===== src/rtl/wake_power_sequencer.sv =====
// rtl/wake_power_sequencer.sv - in-order power-domain enable/ack sequencer with reverse-order shutdown
// Brownout on an already-up domain outranks ack/timeout handling of the current one.
module wake_power_sequencer #(
  parameter int NUM_DOM = 4,
  parameter int IDX_W   = 2,
  parameter int TIMEOUT = 16
) (
  input  logic               clk,
  input  logic               rst,
  input  logic               wake_valid,
  input  logic               sleep_req,
  input  logic [7:0]         settle_cyc,
  input  logic [NUM_DOM-1:0] dom_ack,
  output logic [NUM_DOM-1:0] dom_en,
  output logic               seq_done,
  output logic               seq_fault,
  output logic [IDX_W-1:0]   fault_idx
);

  typedef enum logic [2:0] {IDLE, WAIT_ACK, SETTLE, DONE, SHUTDOWN, FAULT} state_t;

  localparam logic [IDX_W-1:0] last_idx   = IDX_W'(NUM_DOM - 1);
  localparam logic [7:0]       timer_last = 8'(TIMEOUT - 1);

  state_t             state, state_n;
  logic [IDX_W-1:0]   idx, idx_n, idx_inc, drop_idx, fault_idx_n, fault_at;
  logic [7:0]         timer, timer_n, settle_cnt, settle_n;
  logic [NUM_DOM-1:0] dom_en_n;
  logic               seq_done_n, seq_fault_n, drop_any, fault_go;

  assign idx_inc = idx + 1'b1;

  // Descending scan so the lowest dropped domain is the one reported.
  always_comb begin
    drop_any = 1'b0;
    drop_idx = '0;
    for (int j = NUM_DOM - 1; j >= 0; j--) begin
      if (!dom_ack[j] && ((state == DONE) ||
          ((state == WAIT_ACK || state == SETTLE) && (IDX_W'(j) < idx)))) begin
        drop_any = 1'b1;
        drop_idx = IDX_W'(j);
      end
    end
  end

  always_comb begin
    state_n     = state;
    idx_n       = idx;
    timer_n     = timer;
    settle_n    = settle_cnt;
    dom_en_n    = dom_en;
    seq_done_n  = seq_done;
    seq_fault_n = seq_fault;
    fault_idx_n = fault_idx;
    fault_go    = 1'b0;
    fault_at    = '0;

    case (state)
      IDLE: begin
        if (wake_valid && !sleep_req) begin
          dom_en_n = NUM_DOM'(1);
          idx_n    = '0;
          timer_n  = '0;
          state_n  = WAIT_ACK;
        end
      end

      WAIT_ACK: begin
        if (drop_any) begin
          fault_go = 1'b1;
          fault_at = drop_idx;
        end else if (dom_ack[idx]) begin
          settle_n = settle_cyc;
          state_n  = SETTLE;
        end else if (timer == timer_last) begin
          fault_go = 1'b1;
          fault_at = idx;
        end else if (timer != 8'hff) begin
          timer_n = timer + 8'd1;
        end
      end

      SETTLE: begin
        if (drop_any) begin
          fault_go = 1'b1;
          fault_at = drop_idx;
        end else if (settle_cnt == 8'd0) begin
          if (idx == last_idx) begin
            seq_done_n = 1'b1;
            state_n    = DONE;
          end else begin
            idx_n             = idx_inc;
            dom_en_n[idx_inc] = 1'b1;
            timer_n           = '0;
            state_n           = WAIT_ACK;
          end
        end else begin
          settle_n = settle_cnt - 8'd1;
        end
      end

      DONE: begin
        if (drop_any) begin
          fault_go = 1'b1;
          fault_at = drop_idx;
        end else if (sleep_req) begin
          seq_done_n = 1'b0;
          state_n    = SHUTDOWN;
        end
      end

      // idx walks back down from the top domain, one enable per edge.
      SHUTDOWN: begin
        dom_en_n[idx] = 1'b0;
        if (idx == '0) begin
          state_n = IDLE;
        end else begin
          idx_n = idx - 1'b1;
        end
      end

      FAULT: begin
      end

      default: state_n = IDLE;
    endcase

    if (fault_go) begin
      state_n     = FAULT;
      dom_en_n    = '0;
      seq_done_n  = 1'b0;
      seq_fault_n = 1'b1;
      fault_idx_n = fault_at;
    end
  end

  always_ff @(posedge clk or negedge rst) begin
    if (!rst) begin
      state      <= IDLE;
      idx        <= '0;
      timer      <= '0;
      settle_cnt <= '0;
      dom_en     <= '0;
      seq_done   <= 1'b0;
      seq_fault  <= 1'b0;
      fault_idx  <= '0;
    end else begin
      state      <= state_n;
      idx        <= idx_n;
      timer      <= timer_n;
      settle_cnt <= settle_n;
      dom_en     <= dom_en_n;
      seq_done   <= seq_done_n;
      seq_fault  <= seq_fault_n;
      fault_idx  <= fault_idx_n;
    end
  end

endmodule


===== config.mk =====
export PLATFORM = sky130hd
export DESIGN_NAME = wake_power_sequencer
export DESIGN_NICKNAME = d
export VERILOG_FILES = /design/src/rtl/wake_power_sequencer.sv
export SDC_FILE = /design/constraint.sdc
export NUM_CORES = 1
export LEC_CHECK = 0
export CAP_MARGIN = 40
export CORE_MARGIN = 3
export CORE_UTILIZATION = 47
export DETAILED_ROUTE_END_ITERATION = 8
export HOLD_SLACK_MARGIN = 0.15
export PLACE_DENSITY = 0.69
export SLEW_MARGIN = 20
export SYNTH_ARGS = -nofsm -noshare
export SYNTH_HDL_FRONTEND = slang
export SYNTH_SLANG_ARGS = --single-unit

===== constraint.sdc =====
create_clock -name clk -period 3.1 [get_ports clk]
set_input_delay 0.62 -clock clk [delete_from_list [all_inputs] [get_ports clk]]
set_output_delay 0.62 -clock clk [all_outputs]
set_load 0.1 [all_outputs]

==> qor.yml, run 1 <==
synth_area_um2: 2032
top_cells_by_area: "dfrtp_1 (36%), a21oi_1 (6.9%), ha_1 (6.8%)"
most-common-layout-cells: "dfrtp_1 (29), a21oi_1 (28), nor2_1 (18), buf_4 (18), clkdlybuf4s50_1 (15)"
hold_buffers: 0
leakagePower_uw: 0.001049
max_stage_delay_ns: 0.50
gp_congestion: 0.8852
postRouteAntennaNets: 0
dominant_cells: "logic gates"
vias: 1797
postLayoutCoreUtil_pct: 59.46
cp_num_buf_inv: 1
crit_chain: "inv_1 > ha_1 > nor2b_1 > nor4b_2 > nor3_1 > nand4_2 > nor4_1 > mux2_2"
finalCritPeriodShare_pct: 87.47
comb_area_um2: 1214
inverters_excl_clock: 11
htreeDepth: 2
syn2layout_area_growth_pct: 19.58
dr.pass1.iters: 4
fillers: 379
p_seq_uw: 651
chipArea_um2: 5148
seq_area_share_pct: 29.87
coreArea_um2: 4086
cp.required_ns: 3.27
hp-start: "seq_fault"
grt_max_degree: 30
initCoreUtil_pct: 49.72
comb_power_share_pct: 54.1
die_h_um: 71.75
top_layer_used: "met4"
finClkSkew_ns: 0.003593
cts_tree: "done"
regArea_um2: 725.7
diodes: 0
worstPathMaxFanout: 8
r2r-start: "idx[1]"
avgRoutedWirePerCell_um: 15.26
antenna_found_initial: 0
pwr-share-seq_pct: 29.8
dp_worst_setup_slack_ns: 0.2618
layout-drive-gt1-share_pct: 15.06
clk_pin_slew_ns: 0.07
synth_cells: 230
status: "complete, no violations"
nets: 285
drt_iter0_drc: 107
tap_cells: 50
power.total_uw: 2184
cpMaxStageDelayCell: "dfrtp_1"
clk-power_uw: 351
edf_count: 0
switchingPower_uw: 1038
hold_violations: 0
holdWs_ns: 0.4736
tightest_slew_ns: 0.5604
ys_warn_count: 0
ff_type: "dfrtp_1"
comb_share_pct: 49.95
maxPowerGroup: "combinational logic"
grt_pass1_wl_um: 7935
synth_top_area_share_pct: 35.71
pg_comb_uw: 1180
p_per_area_nw_per_um2: 898.8
worst_setup_path_end_kind: "register"
cts_resized: 0
clk_path_buf_depth: 2
comb_cells: 178
clock_cell_area_share_pct: 4.171
met1_usage_pct: 28.47
port_buffers: 23
dp.cells: 301
ys_area_um2: 2032
viasPerCell: 5.816
syn_nets: 257
path_class: "register to register"
wl_met1_um: 2340
non_clock_buffer_count: 33
crit_family: "simple AND/OR/NAND/NOR gates"
postSynthSeqShare_pct: 35.71
route.final.wire_length_um: 4714
warnings: 34
period_needed_ns: 2.712
stdcell_count: 309
## run 1: worst register-to-register path, cell delays in order (launching register included)
cell and delay (ns):
dfrtp_1 0.50, inv_1 0.22, ha_1 0.29, nor2b_1 0.24
nor4b_2 0.11, nor3_1 0.38, nand4_2 0.22, nor4_1 0.29
mux2_2 0.36
## run 1: logic make-up after synthesis
kind of cell,synth area share (%)
and+or+nand+nor,24.14
AOI/OAI and AO/OA,24.02
DFF,35.71
buffers and inverters,4.556
adders and majority gates,7.820
muxes,3.756
## run 1: final timing paths
kind                       slack [ns]  cells after the start            end
min                              0.47                      1      seq_fault
min in group asynchronous        0.73                      2       timer[6]
min reg2reg                      0.47                      1      seq_fault
max in group asynchronous        2.09                      2  settle_cnt[7]
max reg2reg                      0.39                      8       timer[7]
max                              0.39                      8       timer[7]
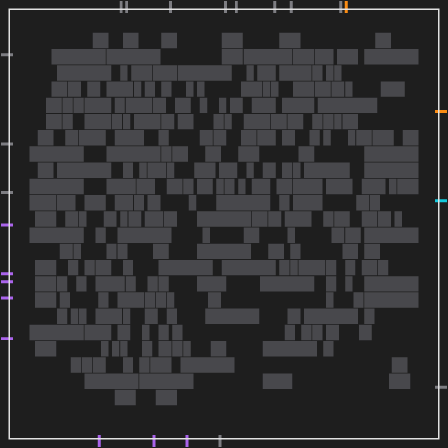
Figure 1: run 1, pin placement.
Pins as bars across the die edge, other pins in gray.
color	port	pins	direction	edge
cyan	wake_valid	1	input	right
purple	settle_cyc	8	input	5 left, 3 bottom
orange	fault_idx	2	output	1 top, 1 right
all pins by edge	9 top, 8 left, 4 bottom, 3 right

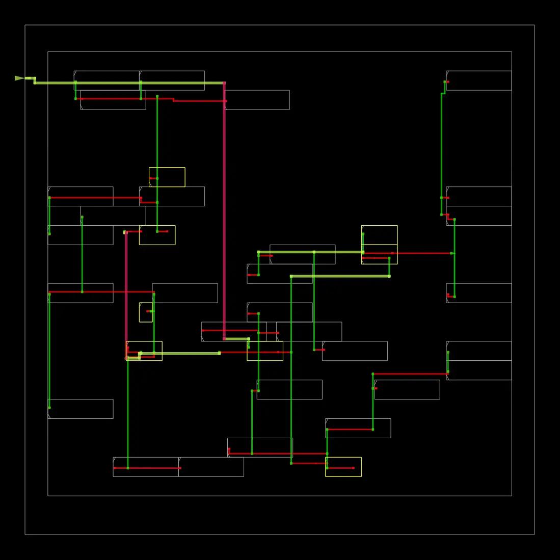
Figure 2: run 1, the clock network.
clock sinks: 29
final-layout clock buffer total: 7
Worst-Skew Late Latency: 0.28 ns
flop count: 29
CTS Buf Count: 5

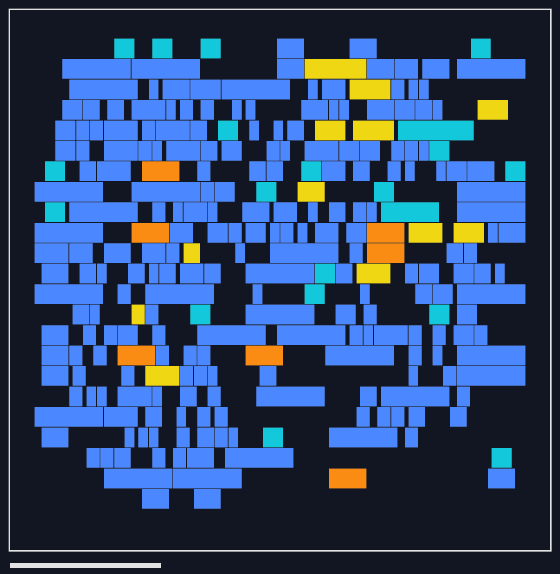
Figure 3: run 1, sizing map.
Scale bar: 20 um.
color	size	cells
orange	_6 and larger	7
cyan	_3 and _4 cells	20
blue	_0 and _1 cells	220
yellow	_2 cells	12

## Run 2: what changed since run 1
Clock period 3.1 ns to 2.6 ns, I/O delays scaled along.
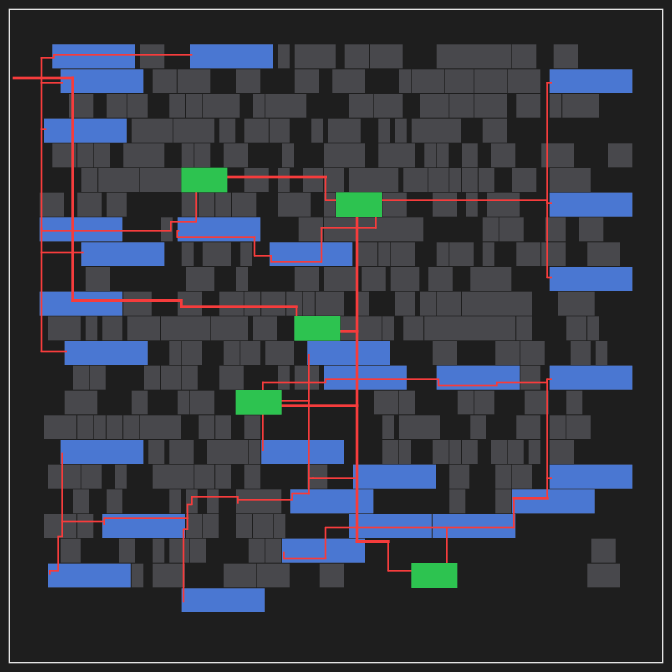
Figure 4: run 2, clock distribution.
[green] clock drivers | count: 5
[blue] flip-flops | count: 29
[red] clock wires | length: 481 um
flops lie	all over the die
routed clock nets	6

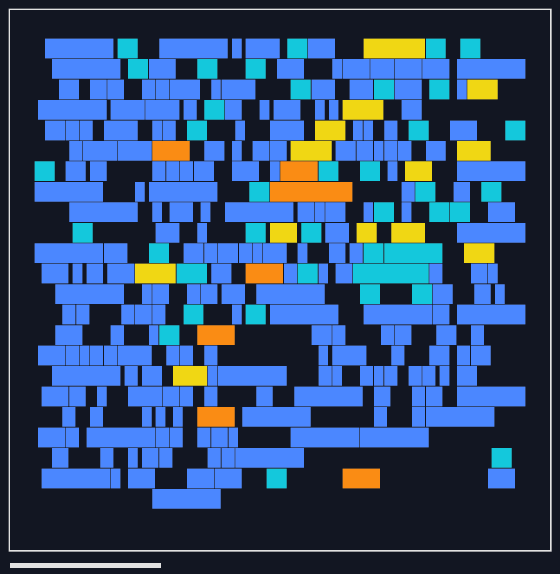
Figure 5: run 2, sizing map.
Scale bar: 20 um.
color	size	cells
orange	_6 and larger	7
yellow	_2 cells	13
cyan	_3 and _4 cells	39
blue	_0 and _1 cells	218

==> run 2 against run 1 <==
  * Wire length is 6.4% higher
  * Clock skew hardly changed
  * Clock power is about 40% higher
  * Sequential share of layout area is 1.9 points lower
  * Core utilization is 4.1 points higher
==> qor.yml, run 2 <==
status: "complete, no violations"
drt_iter0_drc: 112  # +4.7%
comb_cells: 178  # unchanged
diodes: 0  # unchanged
cts_tree: "done"
postRouteAntennaNets: 0  # unchanged
top_layer_used: "met4"
most-common-layout-cells: "buf_4 (36), dfrtp_1 (29), a21oi_1 (28), nor2_1 (18), clkdlybuf4s50_1 (15)"
syn_nets: 257  # unchanged
holdWs_ns: 0.4810  # +0.007451 ns
max_stage_delay_ns: 0.46  # -0.04 ns
initCoreUtil_pct: 49.72  # unchanged
top_cells_by_area: "dfrtp_1 (36%), a21oi_1 (6.9%), ha_1 (6.8%)"
htreeDepth: 2  # unchanged
worst_setup_path_end_kind: "register"
wl_met1_um: 2524  # +7.9%
comb_share_pct: 47.40  # -2.5 points
fillers: 378  # -0.26%
seq_area_share_pct: 27.94  # -1.9 points
non_clock_buffer_count: 51  # +55%
cp_num_buf_inv: 3  # +2
ys_seq_elements: 29
ys_warn_count: 0  # unchanged
r2r_setup_slack_ns: 0.14  # -0.25 ns
stdcell_count: 327  # +5.8%
vias: 1892  # +5.3%
inverters_excl_clock: 11  # unchanged
gp_congestion: 0.9080  # +2.6%
dr.pass1.iters: 4  # unchanged
cp.required_ns: 2.77  # -0.50 ns
seq_cell_count: 29  # unchanged
regArea_um2: 725.7  # unchanged
finalCritPeriodShare_pct: 94.62  # +7.1 points
nets: 303  # +6.3%
route.final.wire_length_um: 5018  # +6.4%
syn2layout_area_growth_pct: 27.83
ys_area_um2: 2032  # unchanged
crit_chain: "inv_1 > ha_1 > nor4b_1 > nor2b_1 > buf_4 > a2111oi_4 > nand2b_1 > buf_4 > a311o_1"
period_needed_ns: 2.460  # -0.2516 ns
antenna_found_initial: 0  # unchanged
tap_cells: 50  # unchanged
synth_top_area_share_pct: 35.71  # unchanged
warnings: 34  # unchanged
synth_area_um2: 2032  # unchanged
synth_top_cell_by_area: "dfrtp_1"
viasPerCell: 5.786  # -0.51%
p_per_area_nw_per_um2: 1097  # +22%
power.total_uw: 2848  # +30%
met1_usage_pct: 29.20  # +0.73 points
clkbuf_count: 7  # unchanged
chipArea_um2: 5148  # unchanged
synth_cells: 230  # unchanged
clk_latency_ns: 0.28  # about the same
postSynthSeqShare_pct: 35.71  # unchanged
hold_buffers: 0  # unchanged
die_h_um: 71.75  # unchanged
clk_path_buf_depth: 2  # unchanged
port_buffers: 23  # unchanged
path_class: "register to register"
hold_violations: 0  # unchanged
dp.cells: 319  # +6.0%
dp_worst_setup_slack_ns: -0.05316  # -0.3150 ns
clk_pin_slew_ns: 0.06  # about the same
worstPathMaxFanout: 6  # -2
min_path_type: "register to register"
comb_area_um2: 1231  # +1.4%
leakagePower_uw: 0.001149  # +9.5%
cts_buffers: 5  # unchanged
coreArea_um2: 4086  # unchanged
finClkSkew_ns: 0.003930  # +0.0003369 ns
tightest_slew_ns: 0.5443  # -0.01610 ns
clock_sinks: 29  # unchanged
avgRoutedWirePerCell_um: 15.35  # +0.59%
layout-drive-gt1-share_pct: 21.30  # +6.2 points
edf_count: 0  # unchanged
cts_resized: 0  # unchanged
crit_family: "AND-OR/OR-AND gates"
grt_max_degree: 30  # unchanged
cpMaxStageDelayCell: "dfrtp_1"
ff_type: "dfrtp_1"
grt_pass1_wl_um: 8535  # +7.6%
[run 2: cell counts after synthesis]
Identical to the previous run, type by type.
[run 2: worst paths after layout]
kind,startpoint,endpoint,depth (start not counted)
worst max-delay path,idx[1],state[2],9
worst min-delay path,seq_fault,seq_fault,1
worst max register to register,idx[1],state[2],9
worst min register to register,seq_fault,seq_fault,1
max in group asynchronous,rst,idx[0],2
min in group asynchronous,rst,timer[4],2
[run 2: logic make-up after synthesis]
group / Yosys count / share of synthesized area, %
simple gates: 85 / 24.14
flops: 29 / 35.71
mux: 6 / 3.756
buf+inv: 23 / 4.556
compound gates: 74 / 24.02
fa+ha+maj: 13 / 7.820
[run 2: power breakdown]
part	internal [uW]	switching, uW
clock network	312	179
registers	576	194
logic	667	920
total	1560	1290
## Run 3: what changed since run 2
Settings changed: SETUP_SLACK_MARGIN set to 0.5.
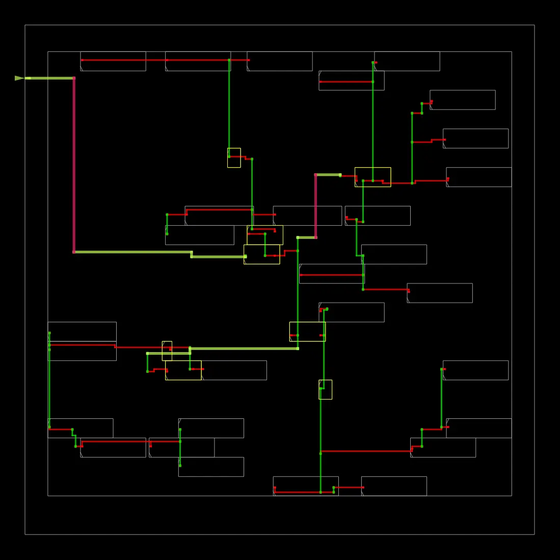
Figure 6: run 3, the clock network.
final-layout clock buffer total: 6
clock skew: 0.005815 ns
clk pwr: 363 uW

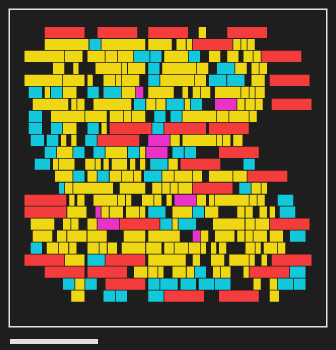
Figure 7: run 3, placement by cell class.
Scale bar: 20 um.
color	class	cells
magenta	clock drivers and dummy loads	8
cyan	other buffers and delay cells	63
red	flops	29
yellow	combinational and other logic	190

==> run 3 against run 2 <==
  * Register-to-register slack better by 0.23 ns
  * Flip-flop count stayed put
  * Global-route usage is 0.69 points higher
  * Power is 20% higher
  * Design area is 17% higher
  * Largest power group unchanged
  * Area after synthesis stayed put
  * Via count is 5.9% higher
  * Combinational power is 43% higher
  * Clock skew is 0.0019 ns higher
  * Count of clock-buffer cells in the layout is 1 lower
==> qor.yml, run 3 <==
status: "complete, no violations"
most-common-layout-cells: "buf_4 (36), dfrtp_1 (24), a21oi_1 (21), nor2_1 (15), nand2_1 (12)"
r2r_cells: 9  # unchanged
period_needed_ns: 2.227  # -0.2329 ns
leakagePower_uw: 0.001262  # +9.8%
viasPerCell: 5.894  # +1.9%
clock_sinks: 29  # unchanged
p_per_area_nw_per_um2: 1123  # +2.4%
clk_pin_slew_ns: 0.07  # about the same
crit_chain: "buf_6 > inv_4 > ha_4 > or4b_4 > o31ai_4 > nor3_4 > nand4_4 > nor4_4 > mux2_4"
die_h_um: 71.75  # unchanged
synth_top_cell_by_area: "dfrtp_1"
cts_resized: 25  # +25
fillers: 269  # -29%
place_area_um2: 2469
cpMaxStageDelayCell: "dfrtp_2"
r2r-end: "timer[7]"
grt_max_degree: 30  # unchanged
worstPathMaxFanout: 6  # unchanged
endpoint: "timer[7]"
pwr-share-seq_pct: 22.7  # -4.3 points
path_class: "register to register"
clk_path_buf_depth: 2  # unchanged
ff_type: "dfrtp_1"
switchingPower_uw: 1624  # +26%
holdWs_ns: 0.4809  # -0.00009800 ns
comb_cells: 179  # +0.56%
avgRoutedWirePerCell_um: 16.71  # +8.9%
slew_headroom_pct: 72.39
cp-startpoint: "idx[0]"
comb_share_pct: 51.63  # +4.2 points
syn2layout_area_growth_pct: 49.20
ys_sh_mux_pct: 3.756  # unchanged
simple_gate_area_share_pct: 24.14  # unchanged
ys_area_um2: 2032  # unchanged
stdcell_count: 340  # +4.0%
comb_area_um2: 1565  # +27%
hold_buffers: 0  # unchanged
edf_count: 0  # unchanged
postRouteAntennaNets: 0  # unchanged
non_clock_buffer_count: 63  # +24%
dp_worst_setup_slack_ns: -0.06403  # -0.01088 ns
r2r-start: "idx[0]"
power.total_uw: 3404  # +20%
clk_latency_ns: 0.28  # about the same
port_buffers: 23  # unchanged
crit_family: "simple AND/OR/NAND/NOR gates"
syn_nets: 257  # unchanged
seq_area_share_pct: 24.14  # -3.8 points
coreArea_um2: 4086  # unchanged
drt_iter0_drc: 100  # -11%
intPower_uw: 1780  # +14%
tap_cells: 50  # unchanged
layout-drive-gt1-share_pct: 40.34  # +19 points
htreeDepth: 2  # unchanged
top_cells_by_area: "dfrtp_1 (36%), a21oi_1 (6.9%), ha_1 (6.8%)"
synth_cells: 230  # unchanged
aoi_share_pct: 24.01  # unchanged
cts_tree: "done"
route.final.wire_length_um: 5682  # +13%
vias: 2004  # +5.9%
max_stage_delay_ns: 0.48  # +0.02 ns
worst_setup_path_end_kind: "register"
grt_pass1_wl_um: 8949  # +4.9%
comb_power_share_pct: 66.6  # +11 points
hp-start: "seq_fault"
cts_buffers: 5  # unchanged
cp.depth: 9  # unchanged
inverters_excl_clock: 11  # unchanged
regArea_um2: 732.0  # +0.86%
chipArea_um2: 5148  # unchanged
hold_depth: 1  # unchanged
min_path_type: "register to register"
tightest_slew_ns: 0.4124  # -0.1319 ns
ys_seq_elements: 29  # unchanged
holdPathEnd: "seq_fault"
finalCritPeriodShare_pct: 85.66  # -9.0 points
ys_warn_count: 0  # unchanged
topCombFamilyByArea: "simple AND/OR/NAND/NOR gates"
cp.required_ns: 2.76  # about the same
antenna_found_initial: 0  # unchanged
cp_num_buf_inv: 2  # -1
dr.pass1.iters: 4  # unchanged
seq_cell_count: 29  # unchanged
xor_share_pct: 0  # unchanged
diodes: 0  # unchanged
postSynthSeqShare_pct: 35.71  # unchanged
==> run 3: cell counts after synthesis <==
No cell type changed its count.
==> run 3: per-layer routing <==
| layer | track usage, % | vias to the layer above | share of wire, % | wire length (um) |
|---|---|---|---|---|
| met5 | 0 | - | 0 | 0 |
| met4 | 6.472 | 0 | 0.95 | 54 |
| met3 | 4.208 | 6 | 3.6 | 206 |
| met2 | 36.84 | 42 | 51 | 2900 |
| met1 | 27.74 | 978 | 44 | 2521 |
| li1 | - | 978 | - | - |
==> run 3: power by group through the flow <==
stage | logic (uW) | registers [uW] | clock network [uW]
6_report | 2270 | 773 | 363
3_5_place_dp | 1520 | 783 | 0
4_1_cts | 1800 | 768 | 368
5_1_grt | 2450 | 795 | 389
3_3_place_gp | 1490 | 779 | 0
2_1_floorplan | 1030 | 830 | 0
Power and IR drop assume default switching activity.
